[src/rtl/pulse_inst_scheduler_pkg.sv]
// pulse_inst_scheduler_pkg
//   Shared definitions for the pulse instruction scheduler:
//   - state_e: 3-bit sequencer state encoding
//   - DirectionLsb: bit offset of the direction field within an instruction-list
//     entry; the start time sits directly above the direction field.
package pulse_inst_scheduler_pkg;

    typedef enum logic [2:0] {
        StIdle     = 3'd0,
        StFetch    = 3'd1,
        StWaitData = 3'd2,
        StWaitTime = 3'd3,
        StIssue    = 3'd4
    } state_e;

    localparam int unsigned DirectionLsb = 0;

endpackage

[src/rtl/pulse_inst_scheduler_occupancy.sv]
// pulse_inst_scheduler_occupancy
//   Up/down occupancy counter for the instruction list. It counts snooped decoder
//   writes up and issue handshakes down, saturates at the list depth and flags a
//   sticky overflow when a write lands on a full list.
// Ports:
//   clk, rst_n     clock, async active-low reset
//   clear          synchronous flush (count and flag to 0, coincident write dropped)
//   inc            snooped write strobe
//   dec            issue handshake
//   count          entries currently held, 0..2**ADDR_WIDTH
//   overflow_err   sticky overflow flag
module pulse_inst_scheduler_occupancy #(
    parameter int unsigned ADDR_WIDTH = 5
) (
    input  logic                clk,
    input  logic                rst_n,
    input  logic                clear,
    input  logic                inc,
    input  logic                dec,
    output logic [ADDR_WIDTH:0] count,
    output logic                overflow_err
);

    localparam logic [ADDR_WIDTH:0] Depth = {1'b1, {ADDR_WIDTH{1'b0}}};

    always_ff @(posedge clk or negedge rst_n) begin
        if (!rst_n) begin
            count        <= '0;
            overflow_err <= 1'b0;
        end else if (clear) begin
            count        <= '0;
            overflow_err <= 1'b0;
        end else begin
            // A write and a handshake in the same cycle cancel out, even when full,
            // because the handshake frees the slot the write lands in.
            unique case ({inc, dec})
                2'b10: begin
                    if (count == Depth) begin
                        overflow_err <= 1'b1;
                    end else begin
                        count <= count + 1'b1;
                    end
                end
                2'b01: begin
                    if (count != '0) begin
                        count <= count - 1'b1;
                    end
                end
                default: ;
            endcase
        end
    end

endmodule

[src/rtl/pulse_inst_scheduler.sv]
// pulse_inst_scheduler
//   Drains the instruction list in write order and hands each pulse to the pulse
//   generator once the global counter reaches the entry's start time. Occupancy is
//   tracked by snooping the decoder write strobe.
// Ports:
//   clk, rst_n            clock, async active-low reset
//   glb_counter_in        global time
//   clear_in              synchronous flush (paired with a decoder reset)
//   inst_list_wr_en_in    snooped decoder write enable
//   inst_list_rd_en/addr  instruction-list read request (registered)
//   inst_list_rd_data     read data {start_time, direction}, valid 1 cycle after rd_en
//   pulse_valid_out       pulse request, held until pulse_ready_in
//   pulse_direction_out   direction of the requested pulse
//   pulse_ready_in        pulse generator accept
//   pending_count_out     unconsumed entries
//   late_err_out          sticky: an entry was issued after its start time
//   overflow_err_out      sticky: a write arrived while the list was full
module pulse_inst_scheduler
    import pulse_inst_scheduler_pkg::*;
#(
    parameter int unsigned GLB_COUNTER_WIDTH    = 24,
    parameter int unsigned INST_LIST_ADDR_WIDTH = 5,
    parameter int unsigned INST_LIST_DATA_WIDTH = 26,
    parameter int unsigned DIRECTION_WIDTH      = 2
) (
    input  logic                            clk,
    input  logic                            rst_n,
    input  logic [GLB_COUNTER_WIDTH-1:0]    glb_counter_in,
    input  logic                            clear_in,
    input  logic                            inst_list_wr_en_in,
    output logic                            inst_list_rd_en,
    output logic [INST_LIST_ADDR_WIDTH-1:0] inst_list_rd_addr,
    input  logic [INST_LIST_DATA_WIDTH-1:0] inst_list_rd_data,
    output logic                            pulse_valid_out,
    output logic [DIRECTION_WIDTH-1:0]      pulse_direction_out,
    input  logic                            pulse_ready_in,
    output logic [INST_LIST_ADDR_WIDTH:0]   pending_count_out,
    output logic                            late_err_out,
    output logic                            overflow_err_out
);

    localparam int unsigned TimeLsb = DirectionLsb + DIRECTION_WIDTH;
    localparam logic [INST_LIST_ADDR_WIDTH:0] CountOne = {{INST_LIST_ADDR_WIDTH{1'b0}}, 1'b1};

    state_e                          state;
    logic [INST_LIST_ADDR_WIDTH-1:0] rd_ptr;
    logic [GLB_COUNTER_WIDTH-1:0]    entry_time;
    logic [DIRECTION_WIDTH-1:0]      entry_dir;
    logic [INST_LIST_ADDR_WIDTH:0]   count;
    logic [GLB_COUNTER_WIDTH-1:0]    time_diff;
    logic                            entry_late;
    logic                            entry_due;
    logic                            handshake;
    logic                            more_pending;

    assign handshake = pulse_valid_out & pulse_ready_in;

    // Modular difference: MSB set means the start time is already behind us.
    assign time_diff  = entry_time - glb_counter_in;
    assign entry_late = time_diff[GLB_COUNTER_WIDTH-1];
    assign entry_due  = (time_diff == '0) || entry_late;

    // Entries left after the current handshake; a coincident write keeps it nonzero.
    assign more_pending = (count != CountOne) || inst_list_wr_en_in;

    assign pending_count_out = count;

    pulse_inst_scheduler_occupancy #(
        .ADDR_WIDTH(INST_LIST_ADDR_WIDTH)
    ) u_occupancy (
        .clk         (clk),
        .rst_n       (rst_n),
        .clear       (clear_in),
        .inc         (inst_list_wr_en_in),
        .dec         (handshake),
        .count       (count),
        .overflow_err(overflow_err_out)
    );

    // Outputs are registered and set on entry into the state that owns them, so
    // rd_en is high exactly during FETCH and valid exactly during ISSUE.
    always_ff @(posedge clk or negedge rst_n) begin
        if (!rst_n) begin
            state               <= StIdle;
            rd_ptr              <= '0;
            entry_time          <= '0;
            entry_dir           <= '0;
            inst_list_rd_en     <= 1'b0;
            inst_list_rd_addr   <= '0;
            pulse_valid_out     <= 1'b0;
            pulse_direction_out <= '0;
            late_err_out        <= 1'b0;
        end else if (clear_in) begin
            state               <= StIdle;
            rd_ptr              <= '0;
            entry_time          <= '0;
            entry_dir           <= '0;
            inst_list_rd_en     <= 1'b0;
            inst_list_rd_addr   <= '0;
            pulse_valid_out     <= 1'b0;
            pulse_direction_out <= '0;
            late_err_out        <= 1'b0;
        end else begin
            unique case (state)
                StIdle: begin
                    if (count != '0) begin
                        state             <= StFetch;
                        inst_list_rd_en   <= 1'b1;
                        inst_list_rd_addr <= rd_ptr;
                    end
                end
                StFetch: begin
                    inst_list_rd_en <= 1'b0;
                    state           <= StWaitData;
                end
                StWaitData: begin
                    entry_time <= inst_list_rd_data[TimeLsb +: GLB_COUNTER_WIDTH];
                    entry_dir  <= inst_list_rd_data[DirectionLsb +: DIRECTION_WIDTH];
                    state      <= StWaitTime;
                end
                StWaitTime: begin
                    if (entry_due) begin
                        state               <= StIssue;
                        pulse_valid_out     <= 1'b1;
                        pulse_direction_out <= entry_dir;
                        if (entry_late) begin
                            late_err_out <= 1'b1;
                        end
                    end
                end
                StIssue: begin
                    if (pulse_ready_in) begin
                        pulse_valid_out <= 1'b0;
                        rd_ptr          <= rd_ptr + 1'b1;
                        if (more_pending) begin
                            state             <= StFetch;
                            inst_list_rd_en   <= 1'b1;
                            inst_list_rd_addr <= rd_ptr + 1'b1;
                        end else begin
                            state <= StIdle;
                        end
                    end
                end
                default: state <= StIdle;
            endcase
        end
    end

endmodule

[config.mk]
export PLATFORM = sky130hd
export DESIGN_NAME = pulse_inst_scheduler
export DESIGN_NICKNAME = d
export VERILOG_FILES = /design/src/rtl/pulse_inst_scheduler_pkg.sv /design/src/rtl/pulse_inst_scheduler_occupancy.sv /design/src/rtl/pulse_inst_scheduler.sv
export SDC_FILE = /design/constraint.sdc
export NUM_CORES = 1
export LEC_CHECK = 0
export CORE_MARGIN = 3
export CORE_UTILIZATION = 58
export DETAILED_ROUTE_END_ITERATION = 10
export PLACE_DENSITY = 0.91
export SETUP_SLACK_MARGIN = 0.5
export SLEW_MARGIN = 20
export SYNTH_ARGS = -nofsm -noshare
export SYNTH_HDL_FRONTEND = slang
export SYNTH_SLANG_ARGS = --single-unit
[constraint.sdc]
create_clock -name clk -period 5.6 [get_ports clk]
set_input_delay 1.12 -clock clk [delete_from_list [all_inputs] [get_ports clk]]
set_output_delay 1.12 -clock clk [all_outputs]
set_load 0.005 [all_outputs]
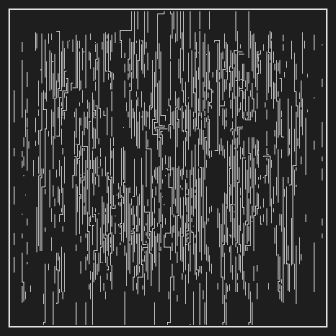
(signal wires on met2)
nets with wire on the layer	517
wire length on this layer	5,150 um
share of all routed wire	48%
GRT met2 Usage: 0.4447
final wirelength: 10.85 mm
DR vias: 3,810

==> run summary <==
yosys + openroad results -> crit path max fanout=6, total negative slack=0 ns, worst setup margin=1.183 ns, site row count=29, GPL Wtd Cong=0.9494, Crit path largest cell delay=0.57 ns, mapped cell area=4010 um2, Tmin final=4.417 ns, # fillers=489, Post-Route Skew=0.006046 ns, Iter 0 DRT Violations=342, fin nets=608, first-pass GRT wire length=16.96 mm, CP Depth=12, final setup fails=0, Synth Area per Inst=8.624 um2, hold_buf cts=0, syn nets=549, AND/OR/NAND/NOR Cells, Area Fraction=0.1910, post-CTS setup buffers=0, Area after DPL=4742 um2, Clock Tree Buf Depth=2, root buf cell=clkbuf_8, GRT overflow=0, largest net degree at the start of global routing=52, Crit path required time=5.82 ns, CTS sink cnt=51, initial antenna violation count=0, tool warnings=29, comb. cell area=2511 um2, Setup crit start kind=primary input, crit path buf inv count=1, length in cells of the worst reg-to-reg path=12, status=finished, final reports clean, Arr. time, crit path=4.64 ns, Post-synth top flop=dfrtp_1, worst setup path class=in -> reg, Yosys Warn Count=0, worst ir drop on vdd=0.1328 mV
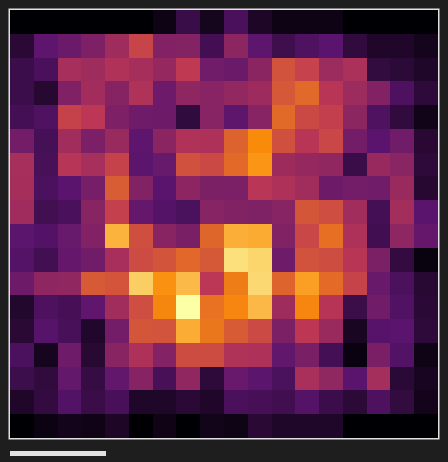
(wire density map)
Scale bar: 20 um. 18 x 18 tiles, from black (low) to pale yellow (high), scaled to the fullest tile. Values are wire area over tile area, all layers added.
nearly empty tiles	5.2%
densest ninth of the die	middle
fullest tile	0.66
mean over tiles	0.22
WL per Instance: 18.05 um
gr usage total: 0.2736

-- sequential cells by signal, indices dropped and copies added (netlist names) --
signal / flops
pulse_direction_out: 2
rd_ptr: 5
state: 3
u_occupancy.count: 6
u_occupancy.overflow_err: 1
late_err_out: 1
pulse_valid_out: 1
inst_list_rd_addr: 5
entry_dir: 2
inst_list_rd_en: 1
entry_time: 24
-- power by group --
group,internal (W),switching [W]
clock network,0.000131,0.000131
logic,0.000174,0.000228
registers,0.000394,0.0000247
-- cell type report --
cell class / count / area share
tap: 77 / 0.01983
sequential: 51 / 0.2627
clock buffer: 5 / 0.01416
clock inverter: 2 / 0.007726
inverter: 36 / 0.02781
timing repair buffer: 75 / 0.1509
multi-input combinational: 355 / 0.5169
-- per-layer routing --
metal / routed length [um] / up-vias / share of wire
met5: 0 / - / 0
met4: 142 / 0 / 0.013
met2: 5153 / 140 / 0.48
met3: 615 / 14 / 0.057
met1: 4936 / 1794 / 0.46
li1: - / 1862 / -
-- worst paths after layout --
kind                                 startpoint                endpoint  slack (ns)
max reg2reg                       entry_time[0]  pulse_direction_out[0]        2.03
max                           glb_counter_in[0]  pulse_direction_out[0]        1.18
min reg2reg                inst_list_rd_addr[4]    inst_list_rd_addr[4]        0.48
min                        inst_list_rd_addr[4]    inst_list_rd_addr[4]        0.48
max in group asynchronous                 rst_n          entry_time[20]        4.25
min in group asynchronous                 rst_n           entry_time[9]        0.90
-- cell families (layout without fill, tap and decap cells) --
| kind of cell | Yosys count | count (layout) |
|---|---|---|
| and+or+nand+nor | 146 | 146 |
| DFF | 51 | 51 |
| adders and majority gates | 29 | 29 |
| muxes | 8 | 8 |
| xor gates and xnor gates | 12 | 12 |
| AOI/OAI and AO/OA | 160 | 160 |
| buffers and inverters | 59 | 118 |
Power and IR drop assume default switching activity.
